[src/rtl/mips_ctrl_pkg.sv]
// Shared opcodes, state encodings, datapath select codes and the control-word layout
// for the multicycle MIPS controller.
package mips_ctrl_pkg;

  localparam logic [5:0] OP_RTYPE = 6'b000000;
  localparam logic [5:0] OP_ADDI  = 6'b001000;
  localparam logic [5:0] OP_LW    = 6'b100011;
  localparam logic [5:0] OP_SW    = 6'b101011;
  localparam logic [5:0] OP_BGTZ  = 6'b000111;
  localparam logic [5:0] OP_J     = 6'b000010;

  typedef enum logic [3:0] {
    StFetch  = 4'd0,
    StDecode = 4'd1,
    StMemAdr = 4'd2,
    StMemRd  = 4'd3,
    StMemWb  = 4'd4,
    StMemWr  = 4'd5,
    StExec   = 4'd6,
    StRwb    = 4'd7,
    StAddiEx = 4'd8,
    StAddiWb = 4'd9,
    StBranch = 4'd10,
    StJump   = 4'd11
  } state_e;

  localparam logic [1:0] ALUOP_ADD   = 2'b00;
  localparam logic [1:0] ALUOP_BGTZ  = 2'b01;
  localparam logic [1:0] ALUOP_FUNCT = 2'b10;

  localparam logic [1:0] SRCB_REG     = 2'b00;
  localparam logic [1:0] SRCB_FOUR    = 2'b01;
  localparam logic [1:0] SRCB_IMM     = 2'b10;
  localparam logic [1:0] SRCB_IMM_SH2 = 2'b11;

  localparam logic [1:0] PCSRC_ALU    = 2'b00;
  localparam logic [1:0] PCSRC_ALUOUT = 2'b01;
  localparam logic [1:0] PCSRC_JUMP   = 2'b10;

  typedef struct packed {
    logic       pc_write;
    logic       pc_write_cond;
    logic       ior_d;
    logic       mem_read;
    logic       mem_write;
    logic       ir_write;
    logic       mem_to_reg;
    logic       reg_dst;
    logic       reg_write;
    logic       alu_src_a;
    logic [1:0] alu_src_b;
    logic [1:0] alu_op;
    logic [1:0] pc_source;
    logic       instr_done;
    logic       illegal_op;
  } ctrl_t;

  function automatic logic op_supported(logic [5:0] op);
    return (op == OP_RTYPE) || (op == OP_ADDI) || (op == OP_LW) || (op == OP_SW) ||
           (op == OP_BGTZ) || (op == OP_J);
  endfunction

endpackage

[src/rtl/multicycle_ctrl_decode.sv]
// Combinational control-word decode from the current state (plus mem_ready/op where
// an output depends on them). Encodings 12-15 decode to an all-zero word.
module multicycle_ctrl_decode
  import mips_ctrl_pkg::*;
(
  input  logic [3:0] state_i,
  input  logic [5:0] op_i,
  input  logic       mem_ready_i,
  output ctrl_t      ctrl_o
);

  always_comb begin
    ctrl_o = '0;
    case (state_e'(state_i))
      StFetch: begin
        ctrl_o.mem_read  = 1'b1;
        ctrl_o.alu_src_b = SRCB_FOUR;
        ctrl_o.alu_op    = ALUOP_ADD;
        ctrl_o.pc_source = PCSRC_ALU;
        ctrl_o.ir_write  = mem_ready_i;
        ctrl_o.pc_write  = mem_ready_i;
      end
      StDecode: begin
        ctrl_o.alu_src_b  = SRCB_IMM_SH2;
        ctrl_o.alu_op     = ALUOP_ADD;
        ctrl_o.illegal_op = !op_supported(op_i);
      end
      StMemAdr, StAddiEx: begin
        ctrl_o.alu_src_a = 1'b1;
        ctrl_o.alu_src_b = SRCB_IMM;
        ctrl_o.alu_op    = ALUOP_ADD;
      end
      StMemRd: begin
        ctrl_o.ior_d    = 1'b1;
        ctrl_o.mem_read = 1'b1;
      end
      StMemWb: begin
        ctrl_o.mem_to_reg = 1'b1;
        ctrl_o.reg_write  = 1'b1;
        ctrl_o.instr_done = 1'b1;
      end
      StMemWr: begin
        ctrl_o.ior_d      = 1'b1;
        ctrl_o.mem_write  = 1'b1;
        ctrl_o.instr_done = mem_ready_i;
      end
      StExec: begin
        ctrl_o.alu_src_a = 1'b1;
        ctrl_o.alu_src_b = SRCB_REG;
        ctrl_o.alu_op    = ALUOP_FUNCT;
      end
      StRwb: begin
        ctrl_o.reg_dst    = 1'b1;
        ctrl_o.reg_write  = 1'b1;
        ctrl_o.instr_done = 1'b1;
      end
      StAddiWb: begin
        ctrl_o.reg_write  = 1'b1;
        ctrl_o.instr_done = 1'b1;
      end
      StBranch: begin
        ctrl_o.alu_src_a     = 1'b1;
        ctrl_o.alu_src_b     = SRCB_REG;
        ctrl_o.alu_op        = ALUOP_BGTZ;
        ctrl_o.pc_write_cond = 1'b1;
        ctrl_o.pc_source     = PCSRC_ALUOUT;
        ctrl_o.instr_done    = 1'b1;
      end
      StJump: begin
        ctrl_o.pc_write   = 1'b1;
        ctrl_o.pc_source  = PCSRC_JUMP;
        ctrl_o.instr_done = 1'b1;
      end
      default: ;
    endcase
  end

endmodule

[src/rtl/multicycle_ctrl.sv]
// Multicycle MIPS control FSM: state register and next-state logic; output decode lives
// in multicycle_ctrl_decode. Write enables and pulses are masked while rst is high.
module multicycle_ctrl
  import mips_ctrl_pkg::*;
(
  input  logic       clk,
  input  logic       rst,
  input  logic [5:0] op,
  input  logic       mem_ready,
  output logic       PCWrite,
  output logic       PCWriteCond,
  output logic       IorD,
  output logic       MemRead,
  output logic       MemWrite,
  output logic       IRWrite,
  output logic       MemtoReg,
  output logic       RegDst,
  output logic       RegWrite,
  output logic       ALUSrcA,
  output logic [1:0] ALUSrcB,
  output logic [1:0] ALUOp,
  output logic [1:0] PCSource,
  output logic       instr_done,
  output logic       illegal_op,
  output logic [3:0] state
);

  logic [3:0] state_q, state_d;
  ctrl_t      ctrl;

  always_ff @(posedge clk) begin
    if (rst) begin
      state_q <= StFetch;
    end else begin
      state_q <= state_d;
    end
  end

  always_comb begin
    state_d = StFetch;
    case (state_e'(state_q))
      StFetch:  state_d = mem_ready ? StDecode : StFetch;
      StDecode: begin
        case (op)
          OP_RTYPE:     state_d = StExec;
          OP_ADDI:      state_d = StAddiEx;
          OP_LW, OP_SW: state_d = StMemAdr;
          OP_BGTZ:      state_d = StBranch;
          OP_J:         state_d = StJump;
          default:      state_d = StFetch;
        endcase
      end
      StMemAdr: state_d = (op == OP_LW) ? StMemRd : StMemWr;
      StMemRd:  state_d = mem_ready ? StMemWb : StMemRd;
      StMemWr:  state_d = mem_ready ? StFetch : StMemWr;
      StExec:   state_d = StRwb;
      StAddiEx: state_d = StAddiWb;
      default:  state_d = StFetch;
    endcase
  end

  multicycle_ctrl_decode u_decode (
    .state_i     (state_q),
    .op_i        (op),
    .mem_ready_i (mem_ready),
    .ctrl_o      (ctrl)
  );

  assign PCWrite     = ctrl.pc_write & ~rst;
  assign PCWriteCond = ctrl.pc_write_cond & ~rst;
  assign IRWrite     = ctrl.ir_write & ~rst;
  assign MemWrite    = ctrl.mem_write & ~rst;
  assign RegWrite    = ctrl.reg_write & ~rst;
  assign instr_done  = ctrl.instr_done & ~rst;
  assign illegal_op  = ctrl.illegal_op & ~rst;
  assign IorD        = ctrl.ior_d;
  assign MemRead     = ctrl.mem_read;
  assign MemtoReg    = ctrl.mem_to_reg;
  assign RegDst      = ctrl.reg_dst;
  assign ALUSrcA     = ctrl.alu_src_a;
  assign ALUSrcB     = ctrl.alu_src_b;
  assign ALUOp       = ctrl.alu_op;
  assign PCSource    = ctrl.pc_source;
  assign state       = state_q;

endmodule

[config.mk]
export PLATFORM = sky130hd
export DESIGN_NAME = multicycle_ctrl
export DESIGN_NICKNAME = d
export VERILOG_FILES = /design/src/rtl/mips_ctrl_pkg.sv /design/src/rtl/multicycle_ctrl_decode.sv /design/src/rtl/multicycle_ctrl.sv
export SDC_FILE = /design/constraint.sdc
export NUM_CORES = 1
export LEC_CHECK = 0
export CAP_MARGIN = 0
export CORE_MARGIN = 1.5
export CORE_UTILIZATION = 44
export DETAILED_ROUTE_END_ITERATION = 8
export GPL_TIMING_DRIVEN = 0
export PLACE_DENSITY = 0.84
export SYNTH_ARGS = -nofsm -noshare
export SYNTH_HDL_FRONTEND = slang
export SYNTH_HIERARCHICAL = 1
export SYNTH_SLANG_ARGS = --single-unit
[constraint.sdc]
create_clock -name clk -period 3.9 [get_ports clk]
set_clock_uncertainty 0.05 [all_clocks]
set_input_delay 0.585 -clock clk [delete_from_list [all_inputs] [get_ports clk]]
set_output_delay 0.585 -clock clk [all_outputs]
set_load 0.02 [all_outputs]
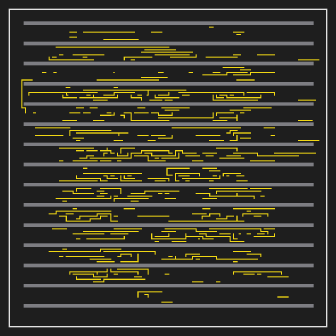
(run_1/met1.png)
Supply wires on this layer in gray.
wire length on this layer: 759 um
longest straight run: 15.2 um
nets with wire on the layer: 114
share of all routed wire: 43%
main direction: horizontal

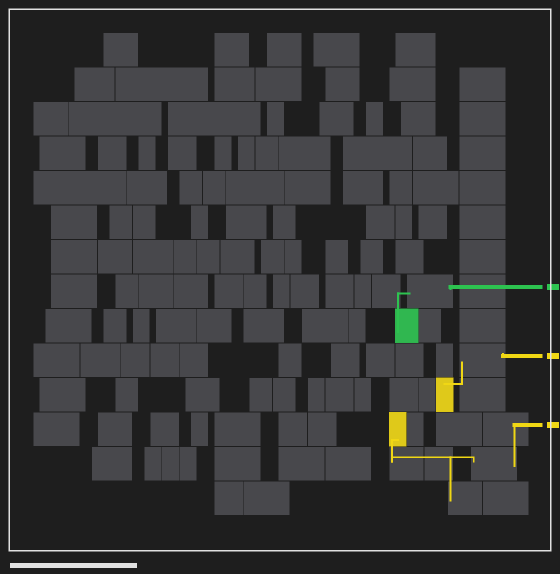
(run_1/port_nets.png)
Bar = 10 um.
| color | port | bits | direction | end cells | buffers | wire |
|---|---|---|---|---|---|---|
| green | ALUSrcA | 1 | output | 1 | 1 | 11.3 um |
| yellow | PCSource | 2 | output | 2 | 2 | 24.2 um |

==> results.yml, run 1 <==
# physical design summary
run_status:
  status: "complete, no violations"
worst_setup_path:
  rr_worst_depth: 4
  cp_data_required_time_ns: 3.26
  cpPeakStageDelay_ns: 0.55
  endpoint_kind: "primary output"
  path_cells: "clkdlybuf4s50_1 > nor4_1 > nand2_1 > o311a_1 > nor2b_1 > clkdlybuf4s50_1"
  cpMostUsedCell: "clkdlybuf4s50_1"
  critPathCapture: "illegal_op"
  critPathSlowestCell: "clkdlybuf4s50_1"
  reg2reg_from: "state[1]"
  worstReg2RegEnd: "state[2]"
  critPathLaunchType: "primary input"
  crit_buf_inv: 2
  path_class: "primary input to primary output"
  worstSetupPathDepth: 6
  startpoint: "op[2]"
  cp_max_fo: 8
layout:
  num-fill-cells: 131
  num_antenna_cells: 0
  num-nets-final: 146
  lay_top_cells: "clkdlybuf4s50_1 (30), nor2_1 (10), nor2b_1 (8), nor3_1 (8), nand2_1 (8)"
  seq_area_um2: 80.08
  comb_area_um2: 543.0
  clock_buffers: 3
  final_core_utilization_pct: 69.33
  area_delta_synth_final_pct: 49.73
  nNonClkBuffers: 38
  postLayoutCellArea_um2: 1032
  finalNonFillerCells: 151
  seq_share_pct: 7.758
  n_sequential_cell: 4
  comb_area_share_pct: 52.61
  clk_share_pct: 2.182
  buf_share_pct: 34.06
  final_common_cell: "clkdlybuf4s50_1"
  logic_gates: 86
  drive_gt1_share_pct: 12.59
final_timing:
  max_freq_ghz: 0.3383
  setup_ws_ns: 0.9441
  final_max_slew_viol_count: 0
  setup_tns_ns: 0
  whs_ns: 0.6257
  finalSetupViolCount: 0
  finalHoldViolCount: 0
  rsz0062_at_grt: "no"
  tightest_slew_ns: 0.4546
  finalClockPeriodUsage_pct: 75.79
synthesis:
  yosysTopAreaCell: "dfxtp_1"
  synthArstFlopShare_pct: 0
  area_leaders: "dfxtp_1 (12%), nor2b_1 (7.3%), nor3_1 (5.8%), buf_4 (5.4%), nand2b_1 (5.4%)"
  xor_area_share_pct: 3.811
  synth.distinct_cells: 39
  synthFlopType: "dfxtp_1"
  adder_share_pct: 0
  syn-instance-count: 102
  synth_seq_share_pct: 11.62
  yosysCellCount: 102
  edf_count: 0
  syn_avg_cell_area_um2: 6.759
  synth.top_cell.area_share_pct: 11.62
  synth.cell_area_um2: 689.4
  synth_simple_gate_area_share_pct: 49.91
  synth_flops: 4
  most_common_cell: "nor2_1"
  synthesis.nets: 111
  yosysWarnings: 6
  common_cells: "nor2_1 (10), nand2_1 (8), nor2b_1 (8), nor3_1 (8), nand2b_1 (6)"
  yosys.area_share.aoi_pct: 23.59
min_path:
  hold_path_end: "state[3]"
  min_path_type: "flop to flop"
  min_path_cells: 2
place:
  dpl.cell_count: 148
  io_buffers: 30
  placed_area_um2: 1010
  globalplace.congestion: 0.7815
  dp_slack_ns: 0.9336
power:
  p_clk_share_pct: 32.0
  cellLeakagePower_nw: 0.3627
  p_sw_share_pct: 30.29
  p_switching_w: 0.00004546
  intPower_w: 0.0001046
  p_per_area_nw_per_um2: 145.4
  vdd_drop_max_uv: 164.8
  power_frac_comb_pct: 38.8
  pwr-share-seq_pct: 29.2
  power_w: 0.0001501
floorplanning:
  tap_cells: 16
  dieArea_um2: 1813
  initial_utilization_pct: 46.30
  pin_count: 31
  die_x_um: 42.59
  core.rowCount: 14
  die_y_um: 42.59
global_routing:
  top_usage_layer: "met2"
  grt_pass1_wl_um: 3249
  grt_use_total_pct: 22.17
  first_global_vias: 768
  met2_usage_pct: 39.38
  grt_overflow: 0
  grt_antenna_before_repair: 0
  grt_max_degree: 14
routing:
  drt.antenna.violating_nets: 0
  drt_pre_antenna_iters: 4
  vias: 867
  drc_errors: 0
  totalWireLength_um: 1770
  wl_met2_um: 903
  vias_per_cell: 5.742
  wl_met3_um: 107
  drtIter0Drc: 21
  routedWlPerCell_um: 11.72
clock_network:
  clk_path_buf_depth: 2
  numCtsBuffers: 3
  clkTransAtPathRegs_ns: 0.03
  cts_tree: "built"
  clock.latency.late_pin_ns: 0.23
  hold_buffers: 0
run:
  cap_viol_max_count: 0
  warnings: 26
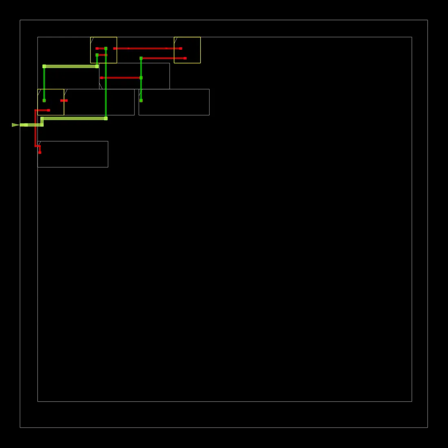
(run_1/final_clocks.png)
clk sinks: 4
P_clk: 0.0000481 W

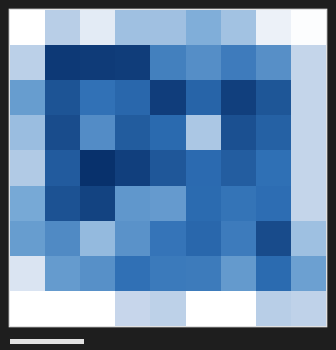
(run_1/density.png)
Bar = 10 um. 9 x 9 tiles, from white (low) to dark blue (high), 0 to 100% covered.
nearly empty tiles: 8.6%
mean over tiles: 56%
emptiest ninth of the die: lower left
tiles over 75% full: 33%
fullest tile: 100%

==> run_1/metal_stack.png <==
Only two layers are drawn.
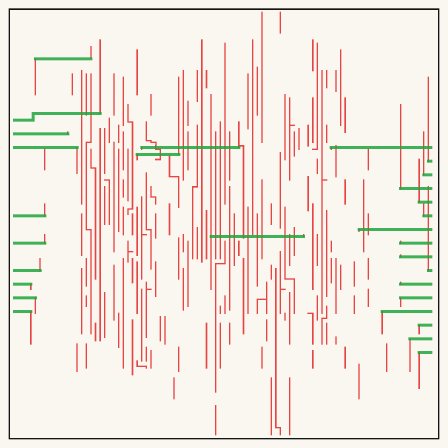

==> run 2: changes to the inputs <==
--- a/config.mk
+++ b/config.mk
@@ -7,10 +7,10 @@
 export LEC_CHECK = 0
 export CAP_MARGIN = 0
 export CORE_MARGIN = 1.5
-export CORE_UTILIZATION = 44
+export CORE_UTILIZATION = 41
 export DETAILED_ROUTE_END_ITERATION = 8
 export GPL_TIMING_DRIVEN = 0
-export PLACE_DENSITY = 0.84
+export PLACE_DENSITY = 0.79
 export SYNTH_ARGS = -nofsm -noshare
 export SYNTH_HDL_FRONTEND = slang
 export SYNTH_HIERARCHICAL = 1
==> constraint.sdc (replaced) <==
create_clock -name clk -period 2.8 [get_ports clk]
set_clock_uncertainty 0.05 [all_clocks]
set_input_delay 0.42 -clock clk [delete_from_list [all_inputs] [get_ports clk]]
set_output_delay 0.42 -clock clk [all_outputs]
set_load 0.02 [all_outputs]
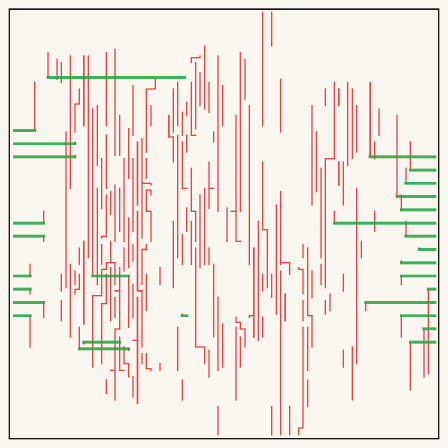
(run_2/metal_stack.png)
Only two layers are drawn.
| color | layer | wire length |
|---|---|---|
| red | met2 | 935 um |
| green | met3 | 111 um |

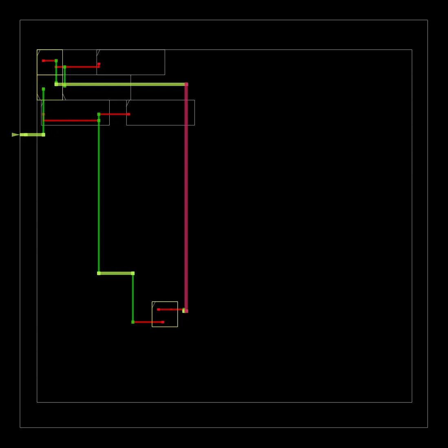
(run_2/final_clocks.png)
clkbuf count: 3
CTS buffer count: 3
P_clk: 0.0000807 W
Skew-Pair Late Insertion Delay: 0.26 ns

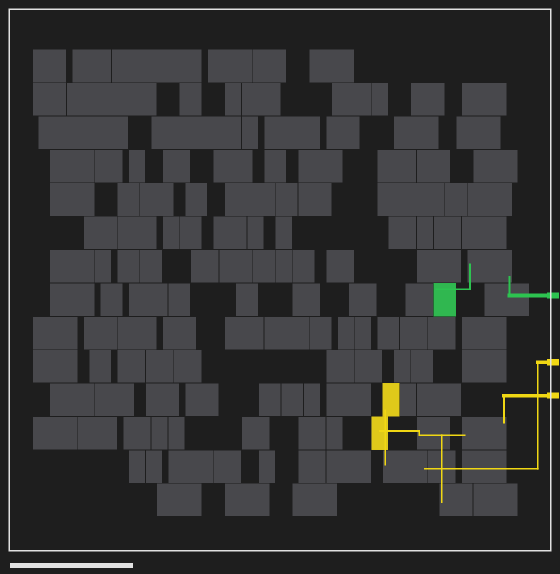
(run_2/port_nets.png)
Bar = 10 um.
| color | port | bits | direction | end cells | buffers | wire |
|---|---|---|---|---|---|---|
| yellow | PCSource | 2 | output | 2 | 2 | 41.3 um |
| green | ALUSrcA | 1 | output | 1 | 1 | 9.30 um |

==> run 2 against run 1 <==
Net effect: register-to-register slack lost 1.2 ns; highest routed layer is now met4; synthesized cell count is the same; core utilization shrank 2.4 points; clock power grew 68%; global-route usage shrank 1.1 points; final cell count is the same; final area is the same; sequential share of layout area is the same; sequential power grew 39%; hold slack gained 0.0067 ns; sequential cell count is the same.
==> results.yml, run 2 <==
# physical design summary
routing:
  drt_pre_antenna_iters: 4
  routedWlPerCell_um: 12.29
  drc_errors: 0
  totalWireLength_um: 1856
  wl_met2_um: 934
  vias_per_cell: 5.748
synthesis:
  most_common_cell: "nor2_1"
  yosysCellCount: 102
  synth_seq_share_pct: 11.62
  synth.top_cell.area_share_pct: 11.62
  xor_area_share_pct: 3.811
  syn_avg_cell_area_um2: 6.759
  area_leaders: "dfxtp_1 (12%), nor2b_1 (7.3%), nor3_1 (5.8%), buf_4 (5.4%), nand2b_1 (5.4%)"
  synth_flops: 4
  synth_simple_gate_area_share_pct: 49.91
  adder_share_pct: 0
  syn-instance-count: 102
  synthesis.nets: 111
  synthFlopType: "dfxtp_1"
  common_cells: "nor2_1 (10), nand2_1 (8), nor2b_1 (8), nor3_1 (8), nand2b_1 (6)"
worst_setup_path:
  rr_worst_depth: 4
  startpoint: "op[2]"
  reg2reg_from: "state[1]"
  path_class: "primary input to primary output"
  cpPeakStageDelay_ns: 0.64
  cpMostUsedCell: "clkdlybuf4s50_1"
  endpoint_kind: "primary output"
  crit_buf_inv: 2
power:
  pwr-share-seq_pct: 27.3
  p_per_area_nw_per_um2: 215.9
  cellLeakagePower_nw: 0.3627
  power_frac_comb_pct: 36.4
  p_switching_w: 0.00007641
  p_sw_share_pct: 34.29
  power_w: 0.0002228
  vdd_drop_max_uv: 380.4
global_routing:
  first_global_vias: 732
final_timing:
  rsz0062_at_grt: "no"
  setup_tns_ns: 0
  max_freq_ghz: 0.3788
  final_max_slew_viol_count: 0
  setup_ws_ns: 0.1601
  finalSetupViolCount: 0
min_path:
  hold_path_end: "state[3]"
  min_path_type: "flop to flop"
  min_path_cells: 2
floorplanning:
  tap_cells: 16
  core.rowCount: 14
  dieArea_um2: 1936
  die_x_um: 44.01
  initial_utilization_pct: 44.72
run_status:
  status: "complete, no violations"
layout:
  drive_gt1_share_pct: 12.59
  final_common_cell: "clkdlybuf4s50_1"
  num-fill-cells: 155
  num_antenna_cells: 0
  postLayoutCellArea_um2: 1032
  comb_area_share_pct: 52.61
  num-nets-final: 146
  seq_share_pct: 7.758
clock_network:
  hold_buffers: 0
  clk_path_buf_depth: 2
  clkTransAtPathRegs_ns: 0.03
place:
  placed_area_um2: 1010
==> run_2/density.png <==
Bar = 10 um. 9 x 9 tiles, from white (low) to dark blue (high), 0 to 100% covered.
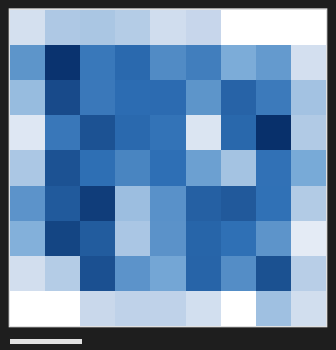

==> run 3: changes to the inputs <==
==> constraint.sdc (replaced) <==
create_clock -name clk -period 2.5 [get_ports clk]
set_clock_uncertainty 0.05 [all_clocks]
set_input_delay 0.375 -clock clk [delete_from_list [all_inputs] [get_ports clk]]
set_output_delay 0.375 -clock clk [all_outputs]
set_load 0.02 [all_outputs]
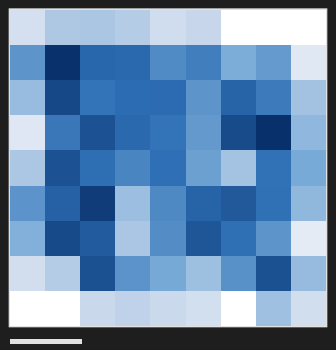
(run_3/density.png)
Bar = 10 um. 9 x 9 tiles, from white (low) to dark blue (high), 0 to 100% covered.
tiles over 75% full: 26%
mean over tiles: 53%
emptiest ninth of the die: upper right
fullest tile: 100%
nearly empty tiles: 7.4%

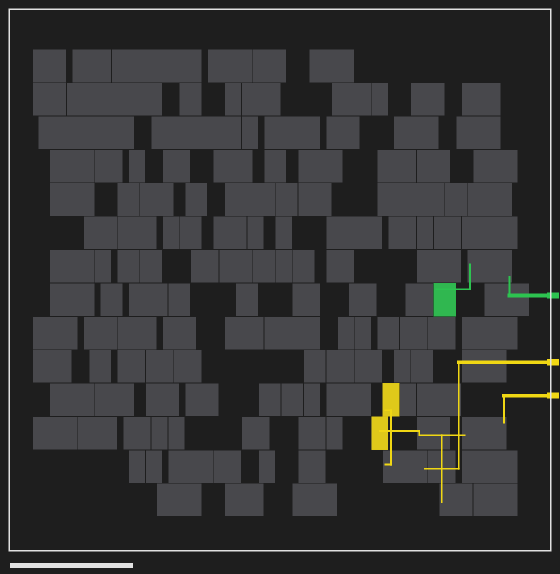
(run_3/port_nets.png)
Bar = 10 um.
| color | port | bits | direction | end cells | buffers | wire |
|---|---|---|---|---|---|---|
| yellow | PCSource | 2 | output | 2 | 2 | 42.2 um |
| green | ALUSrcA | 1 | output | 1 | 1 | 9.30 um |

==> run 3 against run 2 <==
Net effect: first-iteration DRC count is 44% higher; critical path depth is the same; via count is 0.46% higher; clock power up 12%; critical path type is now flop to primary output; largest cell class unchanged; die area is the same; power rose by 11%; sequential share of layout area is 0.16 points higher; sequential power is 12% higher; combinational power grew 9.6%; final cell count is the same; sequential cell count stayed put.
==> results.yml, run 3 <==
# physical design summary
place:
  placed_area_um2: 1010
  globalplace.congestion: 0.7885
  dpl.cell_count: 148
  io_buffers: 30
  dp_slack_ns: -0.05413
routing:
  wl_met3_um: 119
  totalWireLength_um: 1905
  wl_met2_um: 975
  drtIter0Drc: 13
  drt.antenna.violating_nets: 0
  vias: 872
  routedWlPerCell_um: 12.62
  drc_errors: 0
  vias_per_cell: 5.775
worst_setup_path:
  critPathSlowestCell: "clkdlybuf4s50_1"
  worstSetupPathDepth: 5
  critPathLaunchType: "flop"
  path_class: "flop to primary output"
  endpoint_kind: "primary output"
  rr_worst_depth: 4
  cp_max_fo: 10
  cp_data_required_time_ns: 2.08
  startpoint: "state[0]"
  path_cells: "buf_4 > nand2b_1 > nand2_1 > nor3_1 > clkdlybuf4s50_1"
  worstReg2RegEnd: "state[3]"
  cpPeakStageDelay_ns: 0.63
  reg2reg_from: "state[0]"
  critPathCapture: "MemRead"
clock_network:
  clock.latency.late_pin_ns: 0.26
  cts_tree: "built"
  hold_buffers: 0
  numCtsBuffers: 3
  clkTransAtPathRegs_ns: 0.05
  clk_path_buf_depth: 2
global_routing:
  grt_util_met1_pct: 26.32
  top_usage_layer: "met2"
  grt_antenna_before_repair: 0
  grt_overflow: 0
  grt_max_degree: 14
  met2_usage_pct: 36.18
synthesis:
  yosys.area_share.aoi_pct: 23.59
  edf_count: 0
  syn_avg_cell_area_um2: 6.759
  synth.distinct_cells: 39
  synth_simple_gate_area_share_pct: 49.91
  yosysTopAreaCell: "dfxtp_1"
  synth.cell_area_um2: 689.4
  most_common_cell: "nor2_1"
  synthFlopType: "dfxtp_1"
  synth_seq_share_pct: 11.62
  synthArstFlopShare_pct: 0
  yosysCellCount: 102
  syn-instance-count: 102
  adder_share_pct: 0
  synth_flops: 4
  synth.top_cell.area_share_pct: 11.62
  area_leaders: "dfxtp_1 (12%), nor2b_1 (7.3%), nor3_1 (5.8%), buf_4 (5.4%), nand2b_1 (5.4%)"
  yosysWarnings: 6
  xor_area_share_pct: 3.811
  common_cells: "nor2_1 (10), nand2_1 (8), nor2b_1 (8), nor3_1 (8), nand2b_1 (6)"
  synthesis.nets: 111
layout:
  comb_area_um2: 543.0
  logic_gates: 86
  seq_share_pct: 7.914
  nNonClkBuffers: 38
  num_antenna_cells: 0
  final_common_cell: "clkdlybuf4s50_1"
  num-fill-cells: 161
  finalNonFillerCells: 151
  clk_share_pct: 2.158
  seq_area_um2: 82.58
  comb_area_share_pct: 52.04
  lay_top_cells: "clkdlybuf4s50_1 (22), nor2_1 (10), nor2b_1 (8), nor3_1 (8), nand2_1 (8)"
  final_core_utilization_pct: 67.69
  area_delta_synth_final_pct: 51.36
  buf_share_pct: 34.53
  num-nets-final: 146
  clock_buffers: 3
  postLayoutCellArea_um2: 1044
run:
  warnings: 26
power:
  power_w: 0.0002477
  p_sw_share_pct: 34.56
  p_per_area_nw_per_um2: 237.4
  pwr-share-seq_pct: 27.6
  cellLeakagePower_nw: 0.4606
  vdd_drop_max_uv: 421.0
  p_switching_w: 0.00008560
  p_clk_share_pct: 36.5
  intPower_w: 0.0001621
  power_frac_comb_pct: 35.9
floorplanning:
  pin_count: 31
  die_y_um: 44.01
  dieArea_um2: 1936
  initial_utilization_pct: 44.72
  die_x_um: 44.01
  core.rowCount: 14
  tap_cells: 16
final_timing:
  finalSetupViolCount: 0
  whs_ns: 0.5444
  finalHoldViolCount: 0
  setup_ws_ns: 0.1525
  final_max_slew_viol_count: 0
  max_freq_ghz: 0.4260
  setup_tns_ns: 0
  tightest_slew_ns: 0.4297
  rsz0062_at_grt: "no"
run_status:
  status: "complete, no violations"
min_path:
  min_path_cells: 1
  hold_path_end: "state[3]"
  min_path_type: "flop to flop"
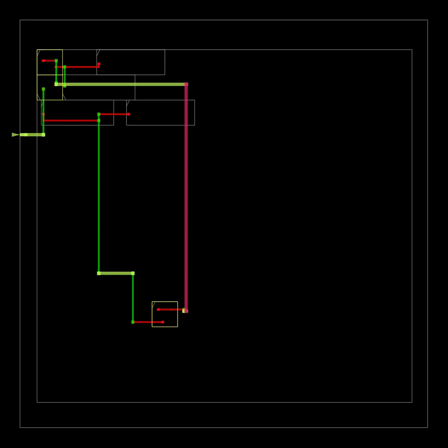
(run_3/final_clocks.png)
P_clk: 0.0000904 W
FF+latch count: 4

Power and IR drop assume default switching activity.
